File: src/rtl/shared_reg_arbiter.sv
// Round-robin arbiter sharing one register bank between NUM_REQ cores, one
// single-word read or write per grant, with a lock for exclusive ownership.
module shared_reg_arbiter #(
  parameter int NUM_REQ  = 4,
  parameter int WIDTH    = 32,
  parameter int NUM_REGS = 8,
  localparam int ADDR_W  = $clog2(NUM_REGS),
  localparam int IDX_W   = $clog2(NUM_REQ)
) (
  input  logic                        clk,
  input  logic                        reset,
  input  logic [NUM_REQ-1:0]          req,
  input  logic [NUM_REQ-1:0]          req_we,
  input  logic [NUM_REQ-1:0]          req_lock,
  input  logic [NUM_REQ*ADDR_W-1:0]   req_addr,
  input  logic [NUM_REQ*WIDTH-1:0]    req_wdata,
  input  logic [NUM_REGS*WIDTH-1:0]   reg_q,
  output logic [NUM_REQ-1:0]          gnt,
  output logic [NUM_REGS-1:0]         reg_wr_en,
  output logic [WIDTH-1:0]            reg_d,
  output logic [WIDTH-1:0]            rdata,
  output logic                        locked,
  output logic [IDX_W-1:0]            owner
);

  typedef enum logic [1:0] {IDLE, GRANT, LOCKED, LGRANT} state_t;

  state_t             state;
  logic [IDX_W-1:0]   ptr;
  logic [IDX_W-1:0]   win_p1;
  logic               lock_p1;

  logic [NUM_REQ-1:0] elig;
  logic [IDX_W-1:0]   win;
  logic [ADDR_W-1:0]  win_addr;
  logic [WIDTH-1:0]   win_wdata;
  logic [WIDTH-1:0]   win_q;

  // First set bit of m at or above p, wrapping from NUM_REQ-1 back to 0.
  function automatic logic [IDX_W-1:0] rr_pick(input logic [NUM_REQ-1:0] m,
                                               input logic [IDX_W-1:0]   p);
    logic [IDX_W-1:0] r;
    logic             found;
    r     = p;
    found = 1'b0;
    for (int k = 0; k < NUM_REQ; k++) begin
      logic [IDX_W-1:0] idx;
      idx = IDX_W'((int'(p) + k) % NUM_REQ);
      if (!found && m[idx]) begin
        r     = idx;
        found = 1'b1;
      end
    end
    return r;
  endfunction

  function automatic logic [IDX_W-1:0] next_idx(input logic [IDX_W-1:0] i);
    return IDX_W'((int'(i) + 1) % NUM_REQ);
  endfunction

  // While locked only the owner's request is eligible.
  always_comb begin
    elig = '0;
    if (state == IDLE)
      elig = req;
    else if (state == LOCKED)
      elig = req & (NUM_REQ'(1) << owner);
  end

  assign win       = rr_pick(elig, ptr);
  assign win_addr  = req_addr[win*ADDR_W +: ADDR_W];
  assign win_wdata = req_wdata[win*WIDTH +: WIDTH];
  assign win_q     = reg_q[win_addr*WIDTH +: WIDTH];

  always_ff @(posedge clk) begin
    if (reset) begin
      state     <= IDLE;
      ptr       <= '0;
      win_p1    <= '0;
      lock_p1   <= 1'b0;
      gnt       <= '0;
      reg_wr_en <= '0;
      reg_d     <= '0;
      rdata     <= '0;
      locked    <= 1'b0;
      owner     <= '0;
    end else begin
      case (state)
        // Arbitration edge: winner's access is registered for the grant cycle
        IDLE, LOCKED: begin
          if (|elig) begin
            state   <= (state == LOCKED) ? LGRANT : GRANT;
            ptr     <= next_idx(win);
            win_p1  <= win;
            lock_p1 <= req_lock[win];
            gnt     <= NUM_REQ'(1) << win;
            if (req_we[win]) begin
              reg_wr_en <= NUM_REGS'(1) << win_addr;
              reg_d     <= win_wdata;
            end else begin
              rdata <= win_q;
            end
          end else if (state == LOCKED && !req_lock[owner]) begin
            state  <= IDLE;
            locked <= 1'b0;
          end
        end
        // Grant cycle end: bank captures reg_d; decide whether the lock is held
        GRANT, LGRANT: begin
          gnt       <= '0;
          reg_wr_en <= '0;
          reg_d     <= '0;
          if (lock_p1) begin
            state  <= LOCKED;
            locked <= 1'b1;
            owner  <= win_p1;
          end else begin
            state  <= IDLE;
            locked <= 1'b0;
          end
        end
        default: state <= IDLE;
      endcase
    end
  end

endmodule

File: config.mk
export PLATFORM = sky130hd
export DESIGN_NAME = shared_reg_arbiter
export DESIGN_NICKNAME = d
export VERILOG_FILES = /design/src/rtl/shared_reg_arbiter.sv
export SDC_FILE = /design/constraint.sdc
export NUM_CORES = 1
export LEC_CHECK = 0
export ABC_AREA = 1
export CORE_AREA = 2 2 189 191
export DETAILED_ROUTE_END_ITERATION = 6
export DIE_AREA = 0 0 191 193
export PLACE_DENSITY_LB_ADDON = 0.2
export SYNTH_ARGS = -nofsm -noshare
export SYNTH_HDL_FRONTEND = slang
export SYNTH_SLANG_ARGS = --single-unit
export TNS_END_PERCENT = 50
File: constraint.sdc
create_clock -name clk -period 2.8 [get_ports clk]
set_clock_uncertainty 0.05 [all_clocks]
set_input_delay 0.7 -clock clk [delete_from_list [all_inputs] [get_ports clk]]
set_output_delay 0.7 -clock clk [all_outputs]
set_load 0.02 [all_outputs]
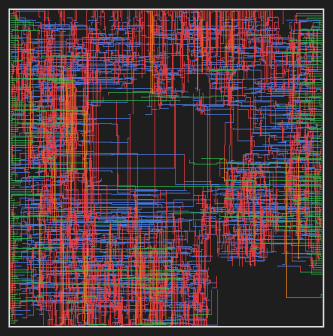
Fig. 1. Signal wires by layer.
metal 4 -> orange  # wire length 1790 um
metal 2 -> red  # wire length 22.3 mm
metal 1 -> blue  # wire length 18100 um
metal 3 -> green  # wire length 4140 um
Vias: 11520
WL/cell: 19.37 um
Routed WL: 46.32 mm
Total Routing Usage GR: 23.17%

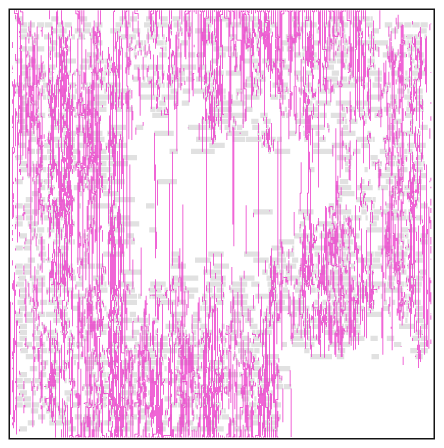
Fig. 2. Signal wires on met2.
Cells faint in the background.
nets with wire on the layer = 1872
wire length on this layer = 22.3 mm
longest straight run = 81.9 um
main direction = vertical
met2 usage: 40.40%

==> flow_metrics.py <==
# Generated from Yosys and OpenROAD reports
metrics = {
    "synth": {
        "yosys_warnings": 0,
        "simple_gate_share_pct": 55.41,
        "postSynthAreaPerCell_um2": 5.941,
        "largest_area_cell": "nand2_1",
        "synth_flops": 86,
        "yosysMostFrequentCell": "nand2_1",
        "synth_cell_type_count": 35,
        "yosys_area_mm2": 0.008152,
    },
    "finish": {
        "fin_cells": 2391,
        "regArea_mm2": 0.001734,
        "nNetsFinal": 2337,
        "logic_area_mm2": 0.006125,
        "final_cell_mix": "587 x nand2_1, 483 x clkdlybuf4s50_1, 211 x nand3_1",
    },
    "critical_path": {
        "critPathMaxFanout": 8,
        "r2r-end": "rdata[30]",
        "crit_cells": 24,
        "cpMaxStageDelayCell": "dfxtp_4",
        "start_kind": "flop",
        "crit_start": "owner[0]",
        "endpoint": "rdata[30]",
    },
    "grt": {
        "gr-max-usage-layer": "met2",
        "gr-usage-met3_pct": 5.647,
        "grt_pass1_wl_mm": 65.08,
    },
    "clocking": {
        "clock-root-buffer": "clkbuf_16",
        "cts-buffers-inserted": 9,
        "cts-resized-gates": 89,
        "cts.htree.levels": 3,
        "clkSlewWorstSetupHoldPaths_ns": 0.07,
    },
    "status": {
        "status": "completed",
    },
    "timing": {
        "fmax_mhz": 368.6,
        "setup_viol": 0,
        "worst_slack_ns": 0.08670,
    },
}
[cell families after synthesis]
group | after synthesis
AND-OR/OR-AND | 161
XOR/XNOR | 1
adder cells (fa/ha/maj) | 4
buffers and inverters | 138
flip-flops | 86
AND/OR/NAND/NOR | 982
[state kept, by name (all words and copies together), names as in the netlist]
| name | cells |
|---|---|
| rdata | 32 |
| reg_d | 32 |
| reg_wr_en | 8 |
| gnt | 4 |
| owner | 2 |
| ptr | 2 |
| state | 2 |
| win_p1 | 2 |
| lock_p1 | 1 |
| locked | 1 |
[area by class of cell]
type	count	area share [%]
inverter	24	0.8826
multi-input combinational	1148	38.23
clock inverter	7	0.4452
tap	461	3.601
clock buffer	9	1.406
timing repair buffer	653	44.52
sequential	86	10.83
timing repair inverter	1	0.05467
antenna	2	0.03124
